### M3 wires, run 1

Scale: 2 px per micron.
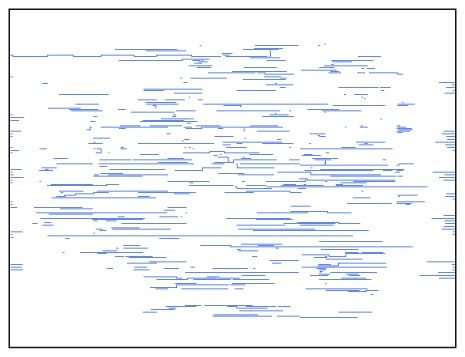
### Congestion heat map, run 1

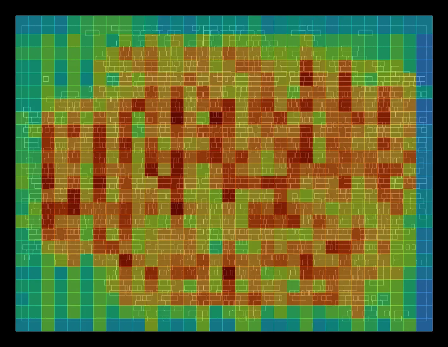
### Gate-type map, run 1

Scale: 1.5 px per micron.
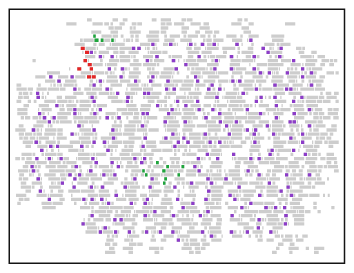
==> config.mk <==
export PLATFORM = sky130hd
export DESIGN_NAME = regfile_param
export DESIGN_NICKNAME = d
export VERILOG_FILES = /design/src/rtl/regfile_param.sv
export SDC_FILE = /design/constraint.sdc
export NUM_CORES = 1
export LEC_CHECK = 0
export CAP_MARGIN = 40
export CORE_ASPECT_RATIO = 0.75
export CORE_MARGIN = 3
export CORE_UTILIZATION = 45
export CTS_CLUSTER_DIAMETER = 50
export DETAILED_ROUTE_END_ITERATION = 8
export MAX_ROUTING_LAYER = met4
export PLACE_DENSITY = 0.63
export REMOVE_ABC_BUFFERS = 1
export SYNTH_ARGS = -nofsm -noshare
export SYNTH_HDL_FRONTEND = slang
export SYNTH_SLANG_ARGS = --single-unit
==> constraint.sdc <==
create_clock -name clk_i -period 2.7 [get_ports clk_i]
set_input_delay 0.405 -clock clk_i [delete_from_list [all_inputs] [get_ports clk_i]]
set_output_delay 0.405 -clock clk_i [all_outputs]
set_load 0.05 [all_outputs]
==> qor.yml, run 1 <==
timing:
  finalHoldViolCount: 0
  period_needed_ns: 2.68
  rsz0062_at_grt: "yes"
  tightest_slew_ns: 0.743
  report.final.slew_viol_count: 0
  max_freq_mhz: 373
place:
  finalWeightedCongestion: 0.822
  dpl-instance-area_sq_mm: 0.0177
  io_buffers: 110
worst_setup_path:
  crit_family: "buffers and inverters"
  worst_setup_path_start_kind: "flip-flop"
  path_class: "flip-flop to output port"
  worst_path_most_repeated_cell: "buf_12"
  cp_slowest_cell: "mux2_4"
  cp.required_ns: 2.30
  arrival_ns: 2.27
  worstPathMaxFanout: 16
  crit_buf_inv: 3
clock_network:
  cts_tree: "done"
  clkLatencyLatePin_ns: 0.56
  cts_buffer_depth: 3
  cts_root_buf: "clkbuf_16"
  post-cts-setup-buffers: 0
  cts_resized: 3
  cts_sinks: 261
  cts_htree_levels: 1
cells_and_area:
  layout.nets: 1640
  fin_area_sq_mm: 0.0188
floorplanning:
  row_count: 58
  chipHeight_microns: 168
  coreArea_sq_mm: 0.0341
  io_pins: 117
  fp_util: 0.464
logic_synthesis:
  synthArstFlopShare: 0
  synth_area_per_cell_sq_um: 9.98
  synth_top_area_share: 0.330
  ff_type: "dfxtp_1"
  yosys_warnings: 0
  top_cells_by_area: "dfxtp_1 (33%), mux4_2 (17%), o31ai_1 (12%)"
  edf_count: 0
  ys_types: 30
  synth_area_sq_mm: 0.0158
  ys_seq_frac: 0.330
  yosys_cells: 1585
  synth_top_cell_by_area: "dfxtp_1"
grt:
  grt_max_degree: 116
  antenna_found_initial: 0
  groute.usage.overall: 0.281
  grt.overflow.total: 0
  grt_first_pass_wirelength_microns: 81200
drt:
  first_pass_iters: 5
  drt_iter0_markers: 1740
  top_layer: "met4"
  wire_per_inst_microns: 25.5
  viasPerCell: 6.60
  ant_nets: 0
  drc: 0
  wl_met2_microns: 23300
pwr:
  leakage_nw: 6.59
  ir_worst_vdd_v: 0.000443
  powerDensity_mw_per_mm2: 495
hold_path:
  holdPathStages: 3
status:
  status: "complete, no violations"
Notes on 'M3 wires' above:
main direction: horizontal
wire length on this layer: 5,300 microns
share of all routed wire: 10%
DR vias: 13,600
Routed WL: 52,500 microns
met3 GRT Util: 0.0492

Notes on 'Congestion heat map' above:
grt met1 use: 0.396
final design utilization: 0.551

Notes on 'Gate-type map' above:
[purple] aoi and oai cells | cells: 256 | most used: o31ai_1
[red] non-inverting ao/oa cells | cells: 8 | most used: a31o_2 | where: top left
[green] and/or cells | cells: 13 | most used: and3_1
fraction of area in multi-input gates: 0.456
Final Non-Filler Cells: 2,059

==> run 1: kinds of logic after synthesis <==
| logic type | synth area share |
|---|---|
| AND/OR/NAND/NOR | 0.127 |
| flip-flops | 0.330 |
| XOR/XNOR | 0.00332 |
| AND-OR/OR-AND | 0.126 |
| adder cells (fa/ha/maj) | 0.00158 |
| buffers and inverters | 0.130 |
| multiplexers | 0.282 |
==> run 1: final cells by class <==
cell class | count | area [sq um]
Clock inverter | 15 | 164
Fill cell | 2972 | 15300
Tap cell | 450 | 563
Sequential cell | 261 | 5230
Timing Repair Buffer | 193 | 2460
Multi-Input combinational cell | 843 | 8570
Inverter | 260 | 977
Clock buffer | 37 | 816
==> run 1: cells in the final DEF (no fill, tap or decap), types with 3 or more instances in the layout <==
master	Yosys	layout
nand4_1	256	256
bufinv_16	0	3
mux2_2	102	102
and3_1	11	11
nor2b_1	37	35
inv_6	0	3
xnor2_1	6	6
mux4_2	117	117
inv_1	260	259
buf_2	65	3
clkinv_2	0	9
buf_4	1	68
clkbuf_8	0	6
a31o_2	6	6
o31ai_1	256	256
mux2_4	24	26
clkdlybuf4s50_1	0	38
buf_6	13	14
buf_12	2	70
dfxtp_1	261	259
mux4_1	11	11
clkbuf_16	0	29
==> run 1: stage by stage <==
stage | hold slack [ns] | TNS [ns] | util | total power, W
2_1_floorplan | 0.446 | -1786.16 | - | 0.00453
3_3_place_gp | 0.458 | 0 | 0.520 | 0.00522
3_5_place_dp | 0.463 | 0 | 0.520 | 0.00523
4_1_cts | 0.222 | -0.00390 | 0.549 | 0.00929
5_1_grt | 0.244 | -0.0205 | 0.551 | 0.00951
6_report | 0.227 | 0 | 0.551 | 0.00929
==> run 1: power by group <==
group,switching [W],internal (W)
clock network,0.00170,0.00242
registers,0.0000289,0.00389
logic,0.000809,0.000448
==> run 1 -> run 2 <==
--- a/config.mk
+++ b/config.mk
@@ -6,7 +6,7 @@
 export NUM_CORES = 1
 export LEC_CHECK = 0
 export CAP_MARGIN = 40
-export CORE_ASPECT_RATIO = 0.75
+export CORE_ASPECT_RATIO = 0.8
 export CORE_MARGIN = 3
 export CORE_UTILIZATION = 45
 export CTS_CLUSTER_DIAMETER = 50
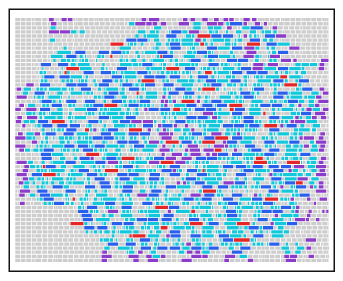
*Cell classes on the final placement, run 2*
Scale: 1.5 px per micron. Fill, decap, tap and diode cells in grey.
[purple] remaining buffers and delay cells | cells: 201
[cyan] remaining logic cells | cells: 1,103
[blue] registers | cells: 261
[red] clock drivers and dummy loads | cells: 52
# rows: 60
final design utilization: 0.554
fin area: 0.0189 sq mm
Core ar.: 0.0342 sq mm
sequential cell area share: 0.276

==> qor.yml, run 2 <==
logic_synthesis:
  yosys_warnings: 0  # unchanged
  yosys-top-cells-count: "dfxtp_1 (261), inv_1 (260), nand4_1 (256), o31ai_1 (256), mux4_2 (117)"
  top_cells_by_area: "dfxtp_1 (33%), mux4_2 (17%), o31ai_1 (12%)"
  ys_seq_frac: 0.330  # unchanged
  yosys.stat.chipArea_sq_mm: 0.0158
  syn_inst: 1585
  synth_area_per_cell_sq_um: 9.98  # unchanged
  ff_type: "dfxtp_1"
  synth_top_cell_by_area: "dfxtp_1"
  synth_dominant_cell_count: "dfxtp_1"
  synthArstFlopShare: 0  # unchanged
  synth_top_area_share: 0.330  # unchanged
  yosys_cells: 1585  # unchanged
  edf_count: 0  # unchanged
  synth_area_sq_mm: 0.0158  # unchanged
  ys_types: 30  # unchanged
worst_setup_path:
  path_class: "flip-flop to output port"
  crit_buf_inv: 3  # unchanged
  cp.depth: 6
  critPathMaxStageDelay_ns: 0.36
  path_cells: "nor4b_4 > buf_12 > nand4_4 > buf_6 > mux2_4 > buf_8"
  crit_family: "buffers and inverters"
  critPathCaptureType: "output port"
  arrival_ns: 2.31  # +0.04 ns
  cp.required_ns: 2.30  # about the same
  ff2ff_path_depth: 7
  worstPathMaxFanout: 8  # -8
  worst_setup_path_start_kind: "flip-flop"
  r2r_slack_ns: 0.33
  cp_slowest_cell: "dfxtp_4"
pwr:
  pwr-share-clk: 0.438  # -0.005
  p_seq_frac: 0.424  # +0.002
  p_comb_w: 0.00128  # about the same
  powerDensity_mw_per_mm2: 489  # -1.2%
  p_sw_w: 0.00253  # -0.15%
  p_seq_w: 0.00392  # about the same
  leakage_nw: 6.64  # +0.81%
  powerClk_w: 0.00405  # -1%
  internal_power_w: 0.00672  # -0.46%
  top_power_group: "the clock network"
  p_comb_frac: 0.138  # +0.003
  ir_worst_vdd_v: 0.000458  # +3.3%
  p_total_w: 0.00925  # -0.38%
  switching_share: 0.273  # +0.000620
clock_network:
  cts_tree: "done"
  cts_buffers: 31
  cts_buffer_depth: 3  # unchanged
  cts_root_buf: "clkbuf_16"
  cts_htree_levels: 1  # unchanged
  cts_sinks: 261  # unchanged
  postCtsHoldBufs: 0
  clkLatencyLatePin_ns: 0.56  # about the same
  clkSlewWorstSetupHoldPaths_ns: 0.06
timing:
  max_freq_mhz: 368  # -1.3%
  rsz0062_at_grt: "yes"
  finalHoldViolCount: 0  # unchanged
  finClkSkew_ns: 0.0111
  setup_viol: 25
  report.final.slew_viol_count: 0  # unchanged
  hold_ws_ns: 0.433  # +0.207 ns
  tightest_slew_ns: 0.929  # +0.185 ns
  tns_ns: -0.186  # -0.186 ns
  period_needed_ns: 2.72  # +0.0359 ns
  timing.final.ws_setup_ns: -0.0159
  slew_headroom: 0.381
  fin_crit_sh: 1.01
grt:
  grt.overflow.total: 0  # unchanged
  groute.usage.overall: 0.291  # +0.00995
  grt_pass1_vias: 13800
  grt_max_degree: 101  # -13%
  grt_first_pass_wirelength_microns: 83700  # +3.1%
  antenna_found_initial: 1  # +1
hold_path:
  holdPathStages: 4  # +1
  hp-class: "input port to flip-flop"
floorplanning:
  die_area_sq_mm: 0.0375
  fp_util: 0.463  # -0.000680
  dieWidth_microns: 216
  io_pins: 117  # unchanged
  chipHeight_microns: 174  # +3.2%
run:
  warnings: 35
  drv_cap: 0
drt:
  vias: 13800  # +1.3%
  ant_nets: 0  # unchanged
  wire_per_inst_microns: 26.0  # +2.0%
  drt-total-wl_microns: 54200  # +3.2%
  first_pass_iters: 6  # +1
  drc: 0  # unchanged
  drt_iter0_markers: 1679  # -3.5%
  viasPerCell: 6.61  # +0.11%
cells_and_area:
  layout-drive-gt1-share: 0.291
  nFillCells: 2920  # -1.7%
  lay_top_cells: "inv_1 (259), dfxtp_1 (259), nand4_1 (256), o31ai_1 (256), mux4_2 (117)"
  largest_reg_flops: 256
  finalNonFillerCells: 2083  # +1.2%
  layout.nets: 1651  # +0.67%
place:
  finalWeightedCongestion: 0.805  # -2.1%
  dp_hpwl_microns: 31100
  dpl-instance-area_sq_mm: 0.0177  # about the same
  pre_cts_slack_ns: 0.0740
  placed_cells: 2022
  io_buffers: 110  # unchanged
status:
  status: "complete, but fails checks"
  violations: "negative setup slack"
==> run 2: cells by family (layout without fill, tap and decap cells) <==
| family | Yosys count | after routing | share of synthesized area |
|---|---|---|---|
| adders and majority gates | 2 | 2 | 0.00158 |
| other | 0 | 1 | 0 |
| DFF | 261 | 261 | 0.330 |
| and+or+nand+nor | 314 | 314 | 0.127 |
| buffers and inverters | 481 | 513 | 0.130 |
| AOI/OAI and AO/OA | 264 | 264 | 0.126 |
| muxes | 257 | 257 | 0.282 |
| xor gates and xnor gates | 6 | 6 | 0.00332 |
==> run 2: metal layers <==
layer  wire (microns)  track usage  part of all wire  up-vias
met3             5660       0.0442              0.10      135
met5                0            -                 0        -
li1                 -            -                 -     5984
met2            24900        0.448              0.46      864
met4             1410       0.0812             0.026        0
met1            22200        0.400              0.41     6787
==> run 2: final cells by class <==
| type | instances | area (sq um) | area share |
|---|---|---|---|
| Sequential cell | 261 | 5230 | 0.276 |
| Timing Repair Buffer | 201 | 2600 | 0.137 |
| Inverter | 260 | 977 | 0.0516 |
| Clock inverter | 9 | 85.1 | 0.00449 |
| Clock buffer | 43 | 891 | 0.0470 |
| Tap cell | 465 | 582 | 0.0307 |
| Multi-Input combinational cell | 843 | 8570 | 0.452 |
| Antenna cell | 1 | 2.50 | 0.000132 |
==> run 2: timing repair <==
action | in CTS | in global routing
gates cloned | 3 | 0
endpoints found under the setup margin | 49 | 64
resized | 46 | 5
pin swaps | 1 | 1
setup buffers | 6 | 3
==> run 2: worst reg2reg max path: stages, from the launching register on <==
cell     delay [ns]
dfxtp_4        0.36
nor4b_4        0.30
buf_12         0.15
buf_4          0.14
buf_12         0.31
buf_4          0.67
nand4_1        0.21
o31ai_1        0.13
No activity file was given, so power comes from the tool's default toggle rates.
